sizing.png
The bar under the picture is 50 um long.
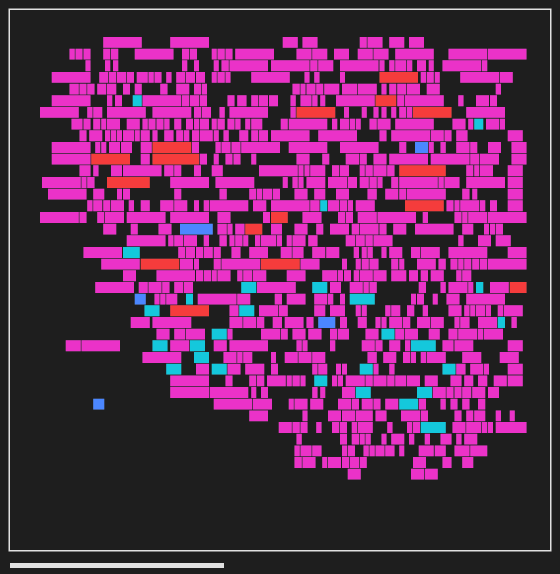
m4.png
The bar under the picture is 50 um long.
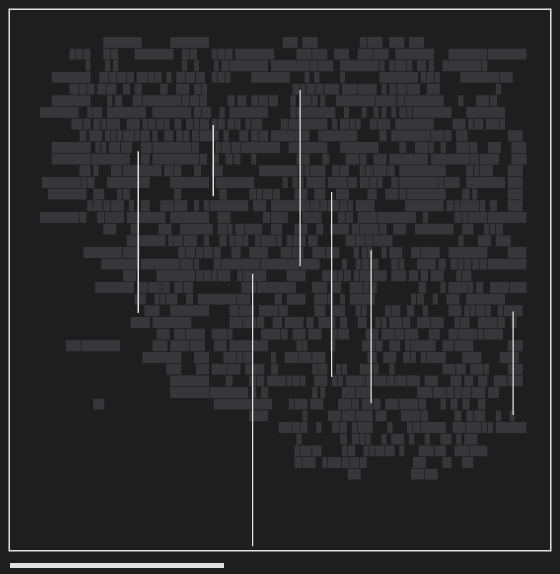
m2.png
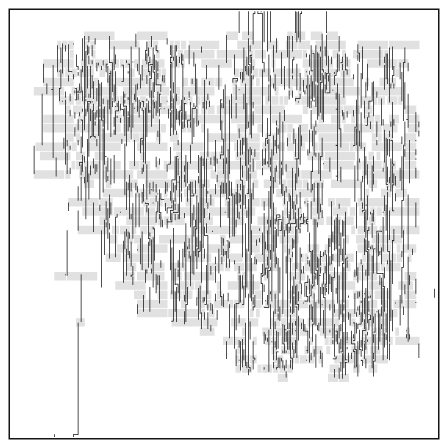
layers.png
Only two layers are drawn.
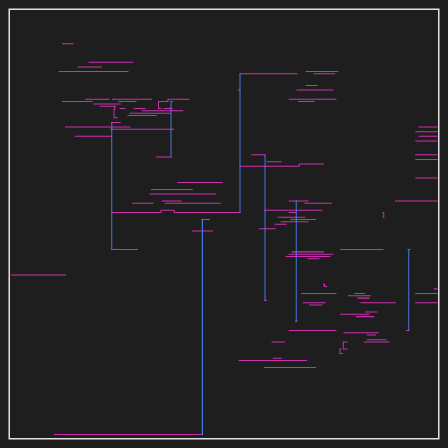
File: src/rtl/game_tick_scheduler_pkg.sv
// Shared run-state encoding, default divisors and move-period helper for the snake game timing blocks.
// Pure declarations: no latency, no flow control.
package game_tick_scheduler_pkg;

  typedef enum logic [1:0] {
    ST_IDLE    = 2'd0,
    ST_RUNNING = 2'd1,
    ST_PAUSED  = 2'd2,
    ST_OVER    = 2'd3
  } run_state_t;

  localparam int unsigned DEF_SEC_DIV         = 25000000;
  localparam int unsigned DEF_BASE_MOVE_DIV   = 6250000;
  localparam int unsigned DEF_STEP_DIV        = 625000;
  localparam int unsigned DEF_MIN_MOVE_DIV    = 1562500;
  localparam int unsigned DEF_MAX_LEVEL       = 7;
  localparam int unsigned DEF_SCORE_PER_LEVEL = 5;

  // Compare before subtracting so a deep level never wraps the period.
  function automatic int unsigned calc_move_period(input int unsigned lvl,
                                                   input int unsigned base_div,
                                                   input int unsigned step_div,
                                                   input int unsigned min_div);
    int unsigned cut;
    cut = lvl * step_div;
    if (cut >= base_div - min_div) return min_div;
    return base_div - cut;
  endfunction

endpackage

File: src/rtl/game_tick_scheduler_tick.sv
// Divider that emits a registered one-cycle strobe every `period` enabled cycles.
// Latency: strobe registered; hold via enable=0, clear forces count and strobe to 0.
module tick_counter #(
  parameter int WIDTH = 4
) (
  input  logic             clock_25,
  input  logic             reset,
  input  logic             enable,
  input  logic             clear,
  input  logic [WIDTH:0]   period,
  output logic             tick
);

  logic [WIDTH-1:0] count;
  logic [WIDTH:0]   last;

  assign last = period - (WIDTH+1)'(1);

  // >= lets a shortened period fire right away instead of overrunning.
  always_ff @(posedge clock_25 or negedge reset) begin
    if (!reset) begin
      count <= '0;
      tick  <= 1'b0;
    end else if (clear) begin
      count <= '0;
      tick  <= 1'b0;
    end else if (enable) begin
      if ({1'b0, count} >= last) begin
        count <= '0;
        tick  <= 1'b1;
      end else begin
        count <= count + WIDTH'(1);
        tick  <= 1'b0;
      end
    end else begin
      tick <= 1'b0;
    end
  end

endmodule

File: src/rtl/game_tick_scheduler.sv
// Snake game timing: run-state FSM, move/second strobes, mm:ss game clock and speed level.
// Latency: all outputs registered; inputs are pulses/levels with no backpressure.
module game_tick_scheduler
  import game_tick_scheduler_pkg::*;
#(
  parameter int unsigned SEC_DIV         = DEF_SEC_DIV,
  parameter int unsigned BASE_MOVE_DIV   = DEF_BASE_MOVE_DIV,
  parameter int unsigned STEP_DIV        = DEF_STEP_DIV,
  parameter int unsigned MIN_MOVE_DIV    = DEF_MIN_MOVE_DIV,
  parameter int unsigned MAX_LEVEL       = DEF_MAX_LEVEL,
  parameter int unsigned SCORE_PER_LEVEL = DEF_SCORE_PER_LEVEL
) (
  input  logic       clock_25,
  input  logic       reset,
  input  logic       start,
  input  logic       pause_btn,
  input  logic       game_over,
  input  logic       score_inc,
  output logic       move_tick,
  output logic       sec_tick,
  output logic [5:0] seconds,
  output logic [6:0] minutes,
  output logic [2:0] level,
  output logic [1:0] run_state
);

  localparam int MOVE_W  = $clog2(BASE_MOVE_DIV);
  localparam int SEC_W   = $clog2(SEC_DIV);
  localparam int SCORE_W = (SCORE_PER_LEVEL > 1) ? $clog2(SCORE_PER_LEVEL) : 1;
  localparam logic [SEC_W:0] SEC_PERIOD = (SEC_W+1)'(SEC_DIV);

  run_state_t           state;
  logic [SCORE_W-1:0]   score_cnt;
  logic [MOVE_W:0]      move_period;
  logic                 entering;
  logic                 run_en;
  logic                 score_ok;
  logic                 cnt_clear;

  assign run_state   = state;
  assign move_period = (MOVE_W+1)'(calc_move_period(32'(level), BASE_MOVE_DIV,
                                                    STEP_DIV, MIN_MOVE_DIV));

  // Counters advance only on cycles that stay in RUNNING, so no strobe leaks past a pause or game over.
  assign entering  = (state == ST_IDLE) && start;
  assign run_en    = (state == ST_RUNNING) && start && !game_over && !pause_btn;
  assign score_ok  = (state == ST_RUNNING) && start && !game_over && score_inc;
  assign cnt_clear = (state == ST_IDLE);

  tick_counter #(.WIDTH(MOVE_W)) u_move (
    .clock_25 (clock_25),
    .reset    (reset),
    .enable   (run_en),
    .clear    (cnt_clear),
    .period   (move_period),
    .tick     (move_tick)
  );

  tick_counter #(.WIDTH(SEC_W)) u_sec (
    .clock_25 (clock_25),
    .reset    (reset),
    .enable   (run_en),
    .clear    (cnt_clear),
    .period   (SEC_PERIOD),
    .tick     (sec_tick)
  );

  always_ff @(posedge clock_25 or negedge reset) begin
    if (!reset) begin
      state     <= ST_IDLE;
      seconds   <= '0;
      minutes   <= '0;
      level     <= '0;
      score_cnt <= '0;
    end else begin
      case (state)
        ST_IDLE:    if (start) state <= ST_RUNNING;
        ST_RUNNING: begin
          if (!start)         state <= ST_IDLE;
          else if (game_over) state <= ST_OVER;
          else if (pause_btn) state <= ST_PAUSED;
        end
        ST_PAUSED: begin
          if (!start)         state <= ST_IDLE;
          else if (game_over) state <= ST_OVER;
          else if (pause_btn) state <= ST_RUNNING;
        end
        ST_OVER:    if (!start) state <= ST_IDLE;
        default:    state <= ST_IDLE;
      endcase

      if (entering) begin
        seconds   <= '0;
        minutes   <= '0;
        level     <= '0;
        score_cnt <= '0;
      end else begin
        if (sec_tick) begin
          if (seconds == 6'd59) begin
            seconds <= '0;
            if (minutes != 7'd99) minutes <= minutes + 7'd1;
          end else begin
            seconds <= seconds + 6'd1;
          end
        end
        if (score_ok) begin
          if (score_cnt == SCORE_W'(SCORE_PER_LEVEL - 1)) begin
            score_cnt <= '0;
            if (level != 3'(MAX_LEVEL)) level <= level + 3'd1;
          end else begin
            score_cnt <= score_cnt + SCORE_W'(1);
          end
        end
      end
    end
  end

endmodule
File: config.mk
export PLATFORM = sky130hd
export DESIGN_NAME = game_tick_scheduler
export DESIGN_NICKNAME = d
export VERILOG_FILES = /design/src/rtl/game_tick_scheduler_pkg.sv /design/src/rtl/game_tick_scheduler_tick.sv /design/src/rtl/game_tick_scheduler.sv
export SDC_FILE = /design/constraint.sdc
export NUM_CORES = 1
export LEC_CHECK = 0
export CAP_MARGIN = 25
export CORE_MARGIN = 5
export CORE_UTILIZATION = 43
export CTS_CLUSTER_DIAMETER = 40
export DETAILED_ROUTE_END_ITERATION = 12
export GPL_TIMING_DRIVEN = 0
export PLACE_DENSITY = 0.72
export SLEW_MARGIN = 20
export SYNTH_ARGS = -nofsm -noshare
export SYNTH_HDL_FRONTEND = slang
export SYNTH_SLANG_ARGS = --single-unit
File: constraint.sdc
create_clock -name clock_25 -period 11.65 [get_ports clock_25]
set_input_delay 2.9125 -clock clock_25 [delete_from_list [all_inputs] [get_ports clock_25]]
set_output_delay 2.9125 -clock clock_25 [all_outputs]
set_load 0.03 [all_outputs]
==> qor.csv <==
metric,value,unit
clk_path_buf_depth,2,
cp_slowest_cell,o32ai_1,
status,finished clean,
max-slew-margin-rel,0.3246,
diodes,0,
clkCellAreaFrac,0.04905,
rows,42,
pre_cts_ws,3.916,ns
drc,0,
post-cts-setup-buffers,0,
top_cells_by_area,"dfrtp_1, ha_1, o21ai_0, xnor2_1, nand2_1",
synth_cell_types,68,
grt.met1_usage,0.2570,
cts_hold_buffers,0,
drive_gt1_frac,0.06495,
drv_slew,0,
drt-initial-drc-count,591,
n_clock_buffer,11,
worstSetupStartpointType,flop,
top_cell,nand2_1,
antenna_found_initial,0,
comb_share,0.5735,
met2_usage,0.2782,
setup_viol,0,
cts.clk_slew.worst_paths,0.06,ns
met3_length,814,um
synth_area,0.005774,mm^2
fp.dieW,125.9,um
num-nets-final,783,
p_leak,2.864,nW
whs,0.5130,ns
ff_type,dfrtp_1,
ys.flops,71,
powerDensity,92.44,mW/mm^2
grt_remaining_overflow,0,
wl_met1,6653,um
Back to the opening pictures, sizing.png:
[red] x6 and larger | cells: 16 | share: 2.2%
[blue] x3 and x4 | cells: 5 | share: 0.68%
[magenta] x1 and smaller | cells: 691 | share: 94%
[cyan] x2 | cells: 27 | share: 3.7%
Non-CTS buffers: 61
fin area: 0.006606 mm^2
setup ws final: 3.776 ns
synth-to-layout area growth: 14.41%

Back to the opening pictures, m4.png:
main direction: vertical
share of all routed wire: 1.8%
nets with wire on the layer: 6
wire length on this layer: 260 um
longest straight run: 63.2 um
Vias: 5266
routed wire length: 14140 um

Back to the opening pictures, m2.png:
wire length on this layer: 6410 um
nets with wire on the layer: 635

Back to the opening pictures, layers.png:
[magenta] M3 | wire length: 814 um
[blue] M4 | wire length: 260 um

==> critical path, delay by kind of cell (launching register included) <==
| kind | cells | cell delay, ns |
|---|---|---|
| AND-OR/OR-AND | 7 | 2.64 |
| buffers and inverters | 7 | 1.48 |
| AND/OR/NAND/NOR | 7 | 1.47 |
| adder cells (fa/ha/maj) | 4 | 1.29 |
| flip-flops | 1 | 0.52 |
| XOR/XNOR | 1 | 0.37 |
==> worst paths after layout <==
check	startpoint	end	slack, ns	cells past startpoint
setup / recovery	level[0]	u_move.count[6]	3.78	26
hold / removal	u_sec.count[3]	u_sec.count[3]	0.51	1
setup reg to reg	level[0]	u_move.count[6]	3.78	26
hold reg to reg	u_sec.count[3]	u_sec.count[3]	0.51	1
max in group asynchronous	reset	minutes[1]	8.63	2
min in group asynchronous	reset	u_move.count[17]	2.47	1
==> flip-flops by register name, summed over array words and instances, names as in the netlist <==
name	count
level	3
minutes	7
run_state	2
score_cnt	3
seconds	6
u_move.count	23
u_move.tick	1
u_sec.count	25
u_sec.tick	1
==> logic make-up after synthesis <==
family	synth area share
xor+xnor	0.09079
mux	0.01408
simple gates	0.2622
compound gates	0.1933
flops	0.3077
buf+inv	0.03749
fa+ha+maj	0.09447
==> cell usage in the layout (no fill, tap or decap), types with 9 or more instances in the layout <==
master            n
a31oi_1          11
nand3_1          41
xor2_1           25
o21ai_0          61
clkbuf_1         30
nor2_1           60
dfrtp_1          71
a21oi_1          36
nor3_1           13
ha_1             42
and3_1           21
nor3_2           10
a22o_1            9
nand4_1          19
inv_1            16
xnor2_1          33
clkdlybuf4s50_1  24
nand2_1          76
clkbuf_16         9
==> power by group <==
group	leakage [nW]	internal, mW	total, mW	switching, mW
registers	0.985	0.252	0.258	0.00602
clock network	0.156	0.193	0.300	0.107
logic	1.72	0.0189	0.0527	0.0338
Power figures rest on the tool's default switching activity, not on a simulated workload.
